[src/rtl/rtc_pkg.sv]
// Shared RTC field definitions: bus-writer FSM states, register map, BCD helper.
// Imported by every field instance and by the init sequencer.
package rtc_pkg;

   typedef enum logic [2:0] {
      ST_IDLE,
      ST_A_SETUP,
      ST_A_STROBE,
      ST_A_HOLD,
      ST_D_SETUP,
      ST_D_STROBE,
      ST_D_HOLD,
      ST_FIN
   } wr_state_e;

   localparam logic [7:0] RTC_ADDR_SEC   = 8'h21;
   localparam logic [7:0] RTC_ADDR_MIN   = 8'h22;
   localparam logic [7:0] RTC_ADDR_HOUR  = 8'h23;
   localparam logic [7:0] RTC_ADDR_DAY   = 8'h24;
   localparam logic [7:0] RTC_ADDR_DATE  = 8'h25;
   localparam logic [7:0] RTC_ADDR_MONTH = 8'h26;
   localparam logic [7:0] RTC_ADDR_YEAR  = 8'h27;

   // Valid for 0..99 only; upper nibble is tens, lower nibble is ones.
   function automatic logic [7:0] bin2bcd(input logic [6:0] value);
      return {4'(value / 7'd10), 4'(value % 7'd10)};
   endfunction

endpackage

[src/rtl/rtc_bus_writer.sv]
// Sequences one register write on the RTC multiplexed bus: address phase then
// data phase, each split into setup/strobe/hold sub-phases of T_PHASE cycles.
module rtc_bus_writer
   import rtc_pkg::*;
#(
   parameter int unsigned T_PHASE = 4
) (
   input  logic       i_clk,
   input  logic       i_reset,
   input  logic       i_start,
   input  logic [7:0] i_addr,
   input  logic [7:0] i_data,
   output logic       o_busy,
   output logic       o_done,
   output logic       o_cs_n,
   output logic       o_ad,
   output logic       o_rd_n,
   output logic       o_wr_n,
   output logic [7:0] o_bus,
   output logic       o_bus_oe
);

   localparam logic [3:0] PHASE_LAST = 4'(T_PHASE - 1);

   wr_state_e  r_state;
   wr_state_e  w_next_state;
   logic [3:0] r_phase;
   logic [7:0] r_data;
   logic       w_phase_end;

   assign w_phase_end = (r_phase == PHASE_LAST);

   always_ff @(posedge i_clk) begin
      if (i_reset) begin
         r_state <= ST_IDLE;
         r_phase <= '0;
         r_data  <= '0;
      end else begin
         r_state <= w_next_state;
         // Phase counter restarts on every state change so each sub-phase is timed alone.
         if (r_state != w_next_state) begin
            r_phase <= '0;
         end else if (r_state != ST_IDLE && r_state != ST_FIN) begin
            r_phase <= r_phase + 4'd1;
         end
         if (r_state == ST_IDLE && i_start) begin
            r_data <= i_data;
         end
      end
   end

   always_comb begin
      w_next_state = r_state;
      case (r_state)
         ST_IDLE:     if (i_start)     w_next_state = ST_A_SETUP;
         ST_A_SETUP:  if (w_phase_end) w_next_state = ST_A_STROBE;
         ST_A_STROBE: if (w_phase_end) w_next_state = ST_A_HOLD;
         ST_A_HOLD:   if (w_phase_end) w_next_state = ST_D_SETUP;
         ST_D_SETUP:  if (w_phase_end) w_next_state = ST_D_STROBE;
         ST_D_STROBE: if (w_phase_end) w_next_state = ST_D_HOLD;
         ST_D_HOLD:   if (w_phase_end) w_next_state = ST_FIN;
         ST_FIN:                       w_next_state = ST_IDLE;
         default:                      w_next_state = ST_IDLE;
      endcase
   end

   always_comb begin
      o_busy   = (r_state != ST_IDLE);
      o_done   = (r_state == ST_FIN);
      o_cs_n   = 1'b1;
      o_ad     = 1'b1;
      o_rd_n   = 1'b1;
      o_wr_n   = 1'b1;
      o_bus    = '0;
      o_bus_oe = 1'b0;
      case (r_state)
         ST_A_SETUP, ST_A_STROBE, ST_A_HOLD: begin
            o_cs_n   = 1'b0;
            o_ad     = 1'b0;
            o_bus    = i_addr;
            o_bus_oe = 1'b1;
            o_wr_n   = (r_state != ST_A_STROBE);
         end
         ST_D_SETUP, ST_D_STROBE, ST_D_HOLD: begin
            o_cs_n   = 1'b0;
            o_ad     = 1'b1;
            o_bus    = r_data;
            o_bus_oe = 1'b1;
            o_wr_n   = (r_state != ST_D_STROBE);
         end
         default: ;
      endcase
   end

endmodule

[src/rtl/rtc_time_field.sv]
// One editable RTC time field: wrapping up/down counter with optional 12-hour
// range, registered BCD view, and a bus writer that pushes the value to the RTC.
module rtc_time_field
   import rtc_pkg::*;
#(
   parameter int unsigned MAX_VAL    = 23,
   parameter int unsigned MIN_VAL    = 0,
   parameter int unsigned HOUR_FIELD = 0,
   parameter logic [7:0]  REG_ADDR   = RTC_ADDR_HOUR,
   parameter int unsigned T_PHASE    = 4,
   parameter int unsigned AUTO_WR    = 1
) (
   input  logic       clk,
   input  logic       reset,
   input  logic       en,
   input  logic       up,
   input  logic       down,
   input  logic       h12,
   input  logic       wr_req,
   output logic [7:0] field_bcd,
   output logic       busy,
   output logic       done,
   output logic       CS,
   output logic       AD,
   output logic       RD,
   output logic       WR,
   output logic [7:0] bus_out,
   output logic       bus_oe
);

   logic [6:0] r_value;
   logic [7:0] r_bcd;
   logic [6:0] w_next_value;
   logic [6:0] w_lo;
   logic [6:0] w_hi;
   logic       w_h12_mode;
   logic       w_out_of_range;
   logic       w_step_acc;
   logic       w_launch;
   logic       w_busy;

   assign w_h12_mode     = (HOUR_FIELD != 0) && h12;
   assign w_lo           = w_h12_mode ? 7'd1  : 7'(MIN_VAL);
   assign w_hi           = w_h12_mode ? 7'd12 : 7'(MAX_VAL);
   assign w_out_of_range = (r_value < w_lo) || (r_value > w_hi);

   // A range change takes priority over a step so the value never leaves [lo,hi].
   always_comb begin
      w_next_value = r_value;
      w_step_acc   = 1'b0;
      if (w_out_of_range) begin
         w_next_value = w_lo;
      end else if (en && up && !down) begin
         w_step_acc   = 1'b1;
         w_next_value = (r_value == w_hi) ? w_lo : r_value + 7'd1;
      end else if (en && down && !up) begin
         w_step_acc   = 1'b1;
         w_next_value = (r_value == w_lo) ? w_hi : r_value - 7'd1;
      end
   end

   assign w_launch = !w_busy && (wr_req || ((AUTO_WR != 0) && w_step_acc));

   always_ff @(posedge clk) begin
      if (reset) begin
         r_value <= w_lo;
         r_bcd   <= bin2bcd(w_lo);
      end else begin
         r_value <= w_next_value;
         r_bcd   <= bin2bcd(r_value);
      end
   end

   assign field_bcd = r_bcd;
   assign busy      = w_busy;

   // Snapshot uses the post-step value so an auto write carries the new setting.
   rtc_bus_writer #(
      .T_PHASE (T_PHASE)
   ) u_writer (
      .i_clk    (clk),
      .i_reset  (reset),
      .i_start  (w_launch),
      .i_addr   (REG_ADDR),
      .i_data   (bin2bcd(w_next_value)),
      .o_busy   (w_busy),
      .o_done   (done),
      .o_cs_n   (CS),
      .o_ad     (AD),
      .o_rd_n   (RD),
      .o_wr_n   (WR),
      .o_bus    (bus_out),
      .o_bus_oe (bus_oe)
   );

endmodule

[config.mk]
export PLATFORM = sky130hd
export DESIGN_NAME = rtc_time_field
export DESIGN_NICKNAME = d
export VERILOG_FILES = /design/src/rtl/rtc_pkg.sv /design/src/rtl/rtc_bus_writer.sv /design/src/rtl/rtc_time_field.sv
export SDC_FILE = /design/constraint.sdc
export NUM_CORES = 1
export LEC_CHECK = 0
export ABC_AREA = 1
export CAP_MARGIN = 20
export CORE_ASPECT_RATIO = 0.7
export CORE_MARGIN = 2
export CORE_UTILIZATION = 59
export CTS_CLUSTER_DIAMETER = 120
export DETAILED_ROUTE_END_ITERATION = 7
export GPL_TIMING_DRIVEN = 0
export PLACE_DENSITY_LB_ADDON = 0.1
export SYNTH_ARGS = -nofsm -noshare
export SYNTH_HDL_FRONTEND = slang
export SYNTH_SLANG_ARGS = --single-unit
[constraint.sdc]
create_clock -name clk -period 6.5 [get_ports clk]
set_input_delay 0.65 -clock clk [delete_from_list [all_inputs] [get_ports clk]]
set_output_delay 0.65 -clock clk [all_outputs]
set_load 0.01 [all_outputs]
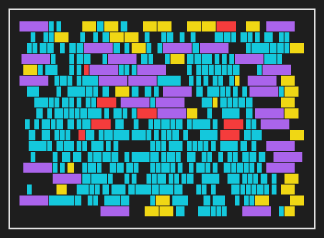
Run 1: cell classes on the final placement
(4 px per µm)
legend:
  cyan:
    class: all other logic
    cells: 297
  purple:
    class: flip-flops
    cells: 30
  yellow:
    class: other buffers and delay cells
    cells: 33
  red:
    class: clock drivers and dummy loads
    cells: 8

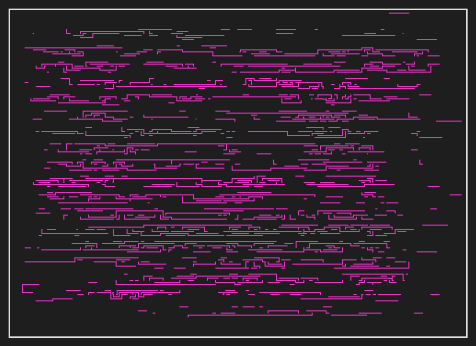
Run 1: M1 wires
(6 px per µm)
nets with wire on the layer: 359
share of all routed wire: 50%

==> out/summary.json, run 1 <==
{
  "run_status": "completed",
  "antenna_violations_before_repair": 0,
  "cellInternalPower_mw": 0.331,
  "firstDrtPassIters": 4,
  "ir_drop_v": 0.000109,
  "num_vias": 2124,
  "crit_path_top_delay_cell": "sky130_fd_sc_hd__clkdlybuf4s50_1",
  "grt_setup_unrepaired": "no",
  "cts_inserted_buffers": 5,
  "cts-root-to-sink-buffers": 2,
  "timing.final.crit_share": 0.484,
  "p_leak_nw": 1.17,
  "grt.total_usage": 0.239,
  "synth_area_per_inst_um2": 6.43,
  "cts.sink_count": 30,
  "post-cts-setup-buffers": 0,
  "chip_area_from_the_yosys_synthesis_statistics_mm2": 0.00214,
  "synth_cell_types": 38,
  "core_region_area_mm2": 0.00349,
  "sequential_cell_area_fraction_in_the_yosys_report": 0.280,
  "place.port_buffers": 27,
  "nNetsFinal": 381,
  "timing_worst_setup_path_type": "input pin to flip-flop",
  "post_synth_instance_area_mm2": 0.00214,
  "grt_max_degree": 11,
  "cell_by_cell_listing_of_the_critical_path": "clkdlybuf4s50_1, nand2_2, nor2_4, nand4_2, nand2_2, inv_2, nand2_2, a21oi_2, ha_1, inv_1, nand2_2, inv_2, nand2_2, nand3_1, nand2_1, inv_1, ha_1, nor2_4, inv_2, nand3_2, nand2_1, nand2_1, o21ai_1, inv_1",
  "grt_pass1_vias": 1785,
  "fmaxAchievable_mhz": 318,
  "tritoncts": "built",
  "post-route-util": 0.735,
  "fp.dieW_um": 76.0,
  "setup.worst_path.end_class": "flip-flop",
  "wirelength_mm": 4.66,
  "final.setup_skew_ns": 0.00389,
  "slew_violations": 0,
  "power.net_switching_mw": 0.152,
  "place.gp.congestion": 0.899,
  "dominantRegCellSynth": "sky130_fd_sc_hd__dfxtp_1",
  "max_cap_viol_count": 0,
  "die_height_um": 54.4,
  "drive_above_1_share": 0.163,
  "die_area_mm2": 0.00414,
  "floorplan.nets": 347,
  "floorplan.rows": 18,
  "final-setup-viol-count": 0,
  "power.sequential.fraction": 0.416,
  "grt_overflow": 0,
  "power.combinational.fraction": 0.262,
  "critical_path.startpoint_type": "input pin",
  "io_pins": 30,
  "synthCells": 333,
  "deepest_level_of_the_cts_h_tree": 2,
  "worst-path-max-fanout": 8,
  "timing_hold_violations_final": 0,
  "first_pass_grt_wire_length_mm": 7.80,
  "routed_wire_length_per_instance_um": 11.1,
  "critical-path-top-delay-family": "simple AND/OR/NAND/NOR gates",
  "tns_ns": 0,
  "slew_headroom": 0.625,
  "insertion_delay_ns": 0.28,
  "cts_root_buffer": "sky130_fd_sc_hd__clkbuf_8",
  "synth_flops": 30,
  "finalWorstPathRequiredPeriod_ns": 3.15,
  "switching_share": 0.315,
  "post_detail_place_hpwl_mm": 3.54,
  "layout_top_cell_excl_fill_tap": "sky130_fd_sc_hd__nand2_1",
  "finalInstanceArea_mm2": 0.00257,
  "worst_ep_arrival_time_ns": 3.33,
  "clock_power_share": 0.322,
  "route.detailed.drc": 0,
  "yosysWarnings": 0,
  "crit_buf_inv": 7,
  "tightest_slew_ns": 0.563,
  "worst-endpoint-required_ns": 6.68,
  "placedInstanceArea_mm2": 0.00247,
  "warning_count": 29,
  "post_drt_via_cell_ratio": 5.08,
  "ctsResizeCount": 0,
  "power_per_cell_area_mw_per_mm2": 188,
  "detail_route.iter0.violations": 116,
  "area_growth_pct": 19.8,
  "ys_cells": 333,
  "mostFrequentLayoutCells": "78 x sky130_fd_sc_hd__nand2_1, 43 x sky130_fd_sc_hd__inv_1, 40 x sky130_fd_sc_hd__nor2_1",
  "hold_path_class": "flip-flop to flip-flop",
  "fp_util": 0.614,
  "cpMostUsedCell": "sky130_fd_sc_hd__nand2_2",
  "enable_flop_cells": 0,
  "clk_pin_slew_ns": 0.07,
  "hold_buffers": 0
}
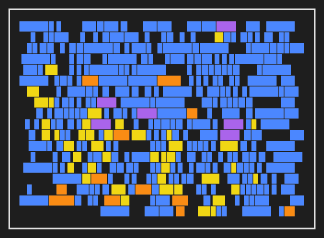
Run 1: cell sizes after repair
(4 px per µm)
legend:
  yellow:
    size: drive 2
    cells: 42
    share: 11%
    most_used: nand2_2
  orange:
    size: drive 3 to 4
    cells: 12
    share: 3.3%
    most_used: nor2_4
  blue:
    size: drive 1 or less
    cells: 308
    share: 84%
    most_used: nand2_1
  purple:
    size: drive 6 and up
    cells: 6
    share: 1.6%
    most_used: clkbuf_8

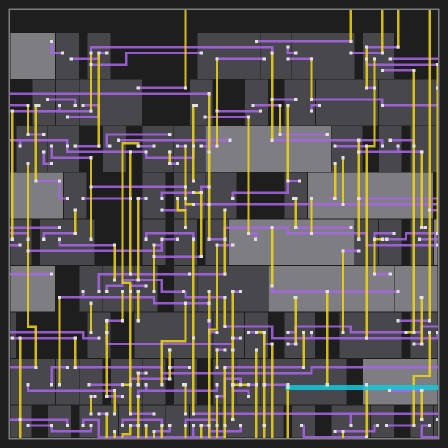
Run 1: close-up of the layout
Window x 7 to 32, y 28 to 53 µm. Cells in grey, sequential cells in the stronger grey; small squares are vias.
legend:
  purple:
    layer: met1
  yellow:
    layer: met2
  cyan:
    layer: met3
cells with their middle in the window: 72
most frequent: inv_1 (13), nor2_1 (11), nand2_1 (10)
sequential cells in the window: 5
netlist names of flops here include: u_writer.r_data (4), r_value (1)

==> run 1: power groups by stage <==
| stage | Sequential [mW] | Combinational (mW) | Clock (mW) |
|---|---|---|---|
| global route | 0.202 | 0.142 | 0.168 |
| floorplan | 0.207 | 0.0843 | 0 |
| detailed placement | 0.205 | 0.124 | 0 |
| global placement | 0.205 | 0.121 | 0 |
| CTS | 0.201 | 0.125 | 0.159 |
| finish | 0.201 | 0.126 | 0.156 |
==> run 1: cells by family after synthesis <==
group                    share of synthesized area
AND/OR/NAND/NOR                              0.417
buffers and inverters                        0.112
AND-OR/OR-AND                                0.134
flip-flops                                   0.280
adder cells (fa/ha/maj)                     0.0409
XOR/XNOR                                    0.0123
other                                      0.00351
==> run 1: registers in the layout (all words and copies together), names as in the netlist <==
signal / flops
r_value: 7
field_bcd: 8
u_writer.r_data: 8
u_writer.r_phase: 4
u_writer.r_state: 3
==> run 1: worst paths after layout <==
check        slack, ns  cells past startpoint                  to               start
max               3.35                     24  u_writer.r_data[1]                down
max reg2reg       3.61                     24  u_writer.r_data[1]          r_value[1]
min reg2reg       0.45                      2  u_writer.r_data[7]  u_writer.r_data[7]
min               0.45                      2  u_writer.r_data[7]  u_writer.r_data[7]
==> run 1: cells in the mapped netlist, types with 3 or more instances <==
library cell              number  area, µm²
sky130_fd_sc_hd__dfxtp_1      30        601
sky130_fd_sc_hd__inv_2         8       30.0
sky130_fd_sc_hd__buf_4         3       22.5
sky130_fd_sc_hd__o21ai_1       5       25.0
sky130_fd_sc_hd__nand2_1      78        293
sky130_fd_sc_hd__nand3_2       6       60.1
sky130_fd_sc_hd__ha_1          7       87.6
sky130_fd_sc_hd__o21ai_0      15       75.1
sky130_fd_sc_hd__inv_1        43        161
sky130_fd_sc_hd__a21oi_1      19       95.1
sky130_fd_sc_hd__nand3_1      21        105
sky130_fd_sc_hd__a21oi_2       3       26.3
sky130_fd_sc_hd__nand4_1       5       31.3
sky130_fd_sc_hd__xor2_1        3       26.3
sky130_fd_sc_hd__nor2_1       40        150
sky130_fd_sc_hd__nor2_4        5       56.3
sky130_fd_sc_hd__nand2_2      12       75.1
sky130_fd_sc_hd__nor2_2        5       31.3
==> run 1: through the flow <==
step           hold slack [ns]  total power [mW]  worst slack, ns  instances
2_1_floorplan            0.425             0.291             3.93        333
3_3_place_gp             0.435             0.326             3.12        410
3_5_place_dp             0.444             0.329             3.08        410
4_1_cts                  0.454             0.486             3.36        418
5_1_grt                  0.477             0.511             3.10        418
6_report                 0.454             0.483             3.35        418
==> run 1: layout make-up <==
type | instances | area, µm²
Inverter | 54 | 205
Fill cell | 304 | 925
Tap cell | 50 | 62.6
Timing Repair Buffer | 27 | 270
Clock buffer | 7 | 86.3
Buffer | 6 | 35.0
Clock inverter | 1 | 5.00
Multi-Input combinational cell | 243 | 1300
Sequential cell | 30 | 601
==> run 1: per-layer routing <==
metal | global-route usage | wire length, µm | vias to the layer above | share of wire
li1 | - | - | 1119 | -
met1 | 0.318 | 2310 | 940 | 0.50
met2 | 0.408 | 2060 | 62 | 0.44
met3 | 0.0512 | 268 | 3 | 0.058
met4 | 0.0636 | 19 | 0 | 0.0041
met5 | 0 | 0 | - | 0
Run 1, congestion heat map:
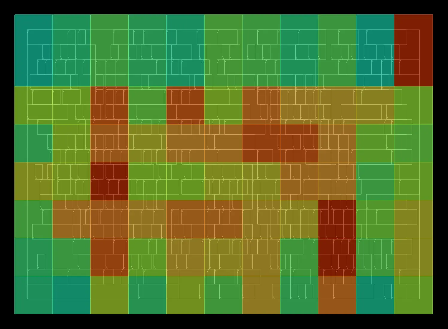

--- run 2 (diff from run 1) ---
--- a/config.mk
+++ b/config.mk
@@ -9,7 +9,7 @@
 export CAP_MARGIN = 20
 export CORE_ASPECT_RATIO = 0.7
 export CORE_MARGIN = 2
-export CORE_UTILIZATION = 59
+export CORE_UTILIZATION = 55
 export CTS_CLUSTER_DIAMETER = 120
 export DETAILED_ROUTE_END_ITERATION = 7
 export GPL_TIMING_DRIVEN = 0
==> constraint.sdc (replaced) <==
create_clock -name clk -period 3.1 [get_ports clk]
set_input_delay 0.31 -clock clk [delete_from_list [all_inputs] [get_ports clk]]
set_output_delay 0.31 -clock clk [all_outputs]
set_load 0.01 [all_outputs]
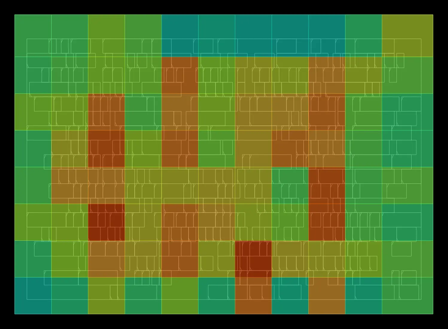
Run 2: congestion heat map
busiest layer in global routing: met2
Wirelength per Cell: 11.1 µm
met1 track demand over resource in global routing: 0.306
fraction of the core area covered by cells at the end of the flow: 0.705

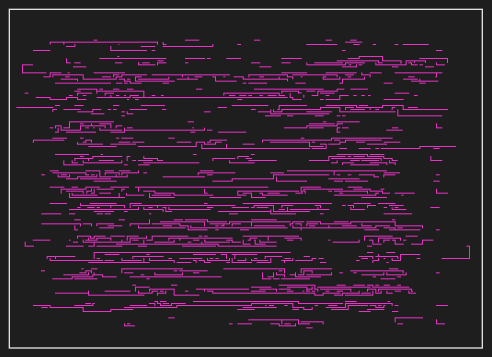
Run 2: M1 wires
(6 px per µm)
nets with wire on the layer: 347
main direction: horizontal

==> out/summary.json, run 2 <==
{
  "run_status": "completed",
  "synth-adder-area-share": {"value": 0.0409, "change": "unchanged"},
  "finalHoldWorstSlack": {"value": 0.445, "unit": "ns", "change": "-0.00891 ns"},
  "synthXorXnorAreaFrac": {"value": 0.0123, "change": "unchanged"},
  "drive_above_1_share": {"value": 0.172, "change": "+0.00862"},
  "sequential_cell_area_fraction_in_the_yosys_report": {"value": 0.280, "change": "unchanged"},
  "final-setup-viol-count": {"value": 0, "change": "unchanged"},
  "antenna_violations_before_repair": {"value": 0, "change": "unchanged"},
  "ys_cells": {"value": 333, "change": "unchanged"},
  "layout_top_cell_excl_fill_tap": "sky130_fd_sc_hd__nand2_1",
  "setup.worst_path.end_class": "flip-flop",
  "critical_path.startpoint_type": "input pin",
  "nNetsFinal": {"value": 381, "change": "unchanged"},
  "place.port_buffers": {"value": 27, "change": "unchanged"},
  "timing.final.crit_share": 0.910,
  "core_region_area": {"value": 0.00363, "unit": "mm²", "change": "+3.9%"},
  "post_synth_instance_area": {"value": 0.00214, "unit": "mm²", "change": "unchanged"},
  "layout.cells.non_filler": {"value": 417, "change": "-0.24%"},
  "finalInstanceArea": {"value": 0.00256, "unit": "mm²", "change": "-0.34%"},
  "die_area": {"value": 0.00442, "unit": "mm²", "change": "+6.8%"},
  "placedCellCount": {"value": 410, "change": "unchanged"},
  "synth_cell_types": {"value": 38, "change": "unchanged"},
  "synthCells": {"value": 333, "change": "unchanged"},
  "tightest_slew": {"value": 0.559, "unit": "ns", "change": "-0.00399 ns"},
  "timing_worst_setup_path_type": "input pin to flip-flop",
  "tns": {"value": 0, "unit": "ns", "change": "unchanged"},
  "multiplexer_share_of_the_synthesized_area": {"value": 0, "change": "unchanged"},
  "route.detailed.drc": {"value": 0, "change": "unchanged"},
  "synth_top_area_share": {"value": 0.280, "change": "unchanged"},
  "io_pins": {"value": 30, "change": "unchanged"},
  "floorplan.nets": {"value": 347, "change": "unchanged"},
  "wirelength": {"value": 4.63, "unit": "mm", "change": "-0.67%"},
  "first_pass_grt_wire_length": {"value": 7.84, "unit": "mm", "change": "+0.45%"},
  "dominantRegCellSynth": "sky130_fd_sc_hd__dfxtp_1",
  "dominant_combinational_cell_family_by_area_after_synthesis": "simple AND/OR/NAND/NOR gates",
  "cts-root-to-sink-buffers": {"value": 2, "change": "unchanged"},
  "chip_area_from_the_yosys_synthesis_statistics": {"value": 0.00214, "unit": "mm²", "change": "unchanged"},
  "fmaxAchievable_mhz": 354,
  "die_height": {"value": 56.2, "unit": "µm", "change": "+3.3%"},
  "post_detail_place_hpwl": {"value": 3.67, "unit": "mm", "change": "+3.7%"},
  "placedInstanceArea": {"value": 0.00247, "unit": "mm²", "change": "unchanged"},
  "cts_inserted_buffers": {"value": 5, "change": "unchanged"},
  "grt_setup_unrepaired": "no",
  "synth_compound_gate_area_share": {"value": 0.134, "change": "unchanged"},
  "detail_route.iter0.violations": {"value": 109, "change": "-6.0%"},
  "area_leaders": "sky130_fd_sc_hd__dfxtp_1 28%, sky130_fd_sc_hd__nand2_1 14%, sky130_fd_sc_hd__inv_1 7.5%",
  "post_drt_via_cell_ratio": {"value": 5.05, "change": "-0.70%"},
  "synth_area_per_inst": {"value": 6.43, "unit": "µm²", "change": "unchanged"},
  "yosysWarnings": {"value": 0, "change": "unchanged"},
  "synth.cellmix.simpleShare": {"value": 0.417, "change": "unchanged"},
  "firstDrtPassIters": {"value": 4, "change": "unchanged"},
  "place.gp.congestion": {"value": 0.894, "change": "-0.60%"},
  "deepest_level_of_the_cts_h_tree": {"value": 2, "change": "unchanged"},
  "power_per_cell_area": {"value": 383, "unit": "mW/mm²", "change": "+100%"},
  "fp_util": {"value": 0.591, "change": "-0.0229"},
  "yosys_top_cell_by_instances": "sky130_fd_sc_hd__nand2_1",
  "netlist.top_cell.by_area": "sky130_fd_sc_hd__dfxtp_1",
  "hold_path_class": "flip-flop to flip-flop",
  "synth_flops": {"value": 30, "change": "unchanged"},
  "post_synth_most_frequent_cells": "78 x sky130_fd_sc_hd__nand2_1, 43 x sky130_fd_sc_hd__inv_1, 40 x sky130_fd_sc_hd__nor2_1, 30 x sky130_fd_sc_hd__dfxtp_1, 21 x sky130_fd_sc_hd__nand3_1",
  "grt.total_usage": {"value": 0.220, "change": "-0.0197"},
  "worst-path-max-fanout": {"value": 8, "change": "unchanged"},
  "area_growth_pct": 19.4,
  "final.setup_skew": {"value": 0.00437, "unit": "ns", "change": "+0.000479 ns"},
  "ir_drop": {"value": 0.000235, "unit": "V", "change": "+120%"},
  "tritoncts": "built",
  "warning_count": {"value": 29, "change": "unchanged"},
  "cts_root_buffer": "sky130_fd_sc_hd__clkbuf_8",
  "hold_buffers": {"value": 0, "change": "unchanged"},
  "ctsResizeCount": {"value": 0, "change": "unchanged"}
}
-- run 2: cell counts after synthesis --
No cell type changed its count.
-- run 2: through the flow --
step	worst slack (ns)	power, mW
floorplan	0.530	0.610
global placement	0.0562	0.684
detailed placement	0.0000311	0.691
CTS	0.144	0.983
global route	0.00960	1.04
finish	0.278	0.978
-- run 2: final timing paths --
| path | startpoint | to | slack (ns) | cells past startpoint |
|---|---|---|---|---|
| max | down | u_writer.r_data[1] | 0.28 | 22 |
| min | u_writer.r_data[7] | u_writer.r_data[7] | 0.44 | 2 |
| max reg2reg | r_value[0] | u_writer.r_data[1] | 0.28 | 23 |
| min reg2reg | u_writer.r_data[7] | u_writer.r_data[7] | 0.44 | 2 |
-- run 2: kinds of logic (layout without fill, tap and decap cells) --
family	count (synthesis)	count (layout)
flip-flops	30	30
adder cells (fa/ha/maj)	7	7
AND/OR/NAND/NOR	182	182
other	2	2
buffers and inverters	60	94
AND-OR/OR-AND	49	49
XOR/XNOR	3	3
-- run 2: per-layer routing --
metal / track usage / vias up / part of all wire
met2: 0.347 / 51 / 0.44
met5: 0 / - / 0
met1: 0.306 / 935 / 0.50
met4: 0.0401 / 0 / 0.0052
met3: 0.0552 / 4 / 0.058
li1: - / 1114 / -
-- run 2: area by class of cell --
cell class / count / area [µm²]
inverters: 54 / 205
clock buffers: 5 / 68.8
multi-input cells: 243 / 1300
fillers: 325 / 1070
well taps: 50 / 62.6
clock inverters: 2 / 10.0
plain buffers: 6 / 35.0
flip-flops and latches: 30 / 602
repair buffers: 27 / 270
-- run 2: power by group --
| part | switching, mW | internal, mW | leakage, nW |
|---|---|---|---|
| registers | 0.0110 | 0.410 | 0.246 |
| clock network | 0.142 | 0.150 | 0.0438 |
| logic | 0.160 | 0.105 | 0.880 |
| total | 0.313 | 0.665 | 1.17 |
-- run 2: critical path, stage by stage --
cell                              delay [ns]
sky130_fd_sc_hd__clkdlybuf4s50_1        0.57
sky130_fd_sc_hd__nand2_2                0.09
sky130_fd_sc_hd__nor2_4                 0.18
sky130_fd_sc_hd__nand4_2                0.13
sky130_fd_sc_hd__nand2_2                0.10
sky130_fd_sc_hd__inv_2                  0.04
sky130_fd_sc_hd__nand2_2                0.06
sky130_fd_sc_hd__a21oi_2                0.08
sky130_fd_sc_hd__ha_1                   0.20
sky130_fd_sc_hd__inv_1                  0.06
sky130_fd_sc_hd__nand2_2                0.06
sky130_fd_sc_hd__nor2_1                 0.18
sky130_fd_sc_hd__nor2_2                 0.07
sky130_fd_sc_hd__nand2_1                0.07
sky130_fd_sc_hd__inv_1                  0.05
sky130_fd_sc_hd__ha_1                   0.21
sky130_fd_sc_hd__nor2_4                 0.14
sky130_fd_sc_hd__inv_2                  0.04
sky130_fd_sc_hd__nand3_2                0.10
sky130_fd_sc_hd__nor2_1                 0.05
sky130_fd_sc_hd__o21ai_1                0.13
sky130_fd_sc_hd__inv_1                  0.04
No activity file was given, so power comes from the tool's default toggle rates.
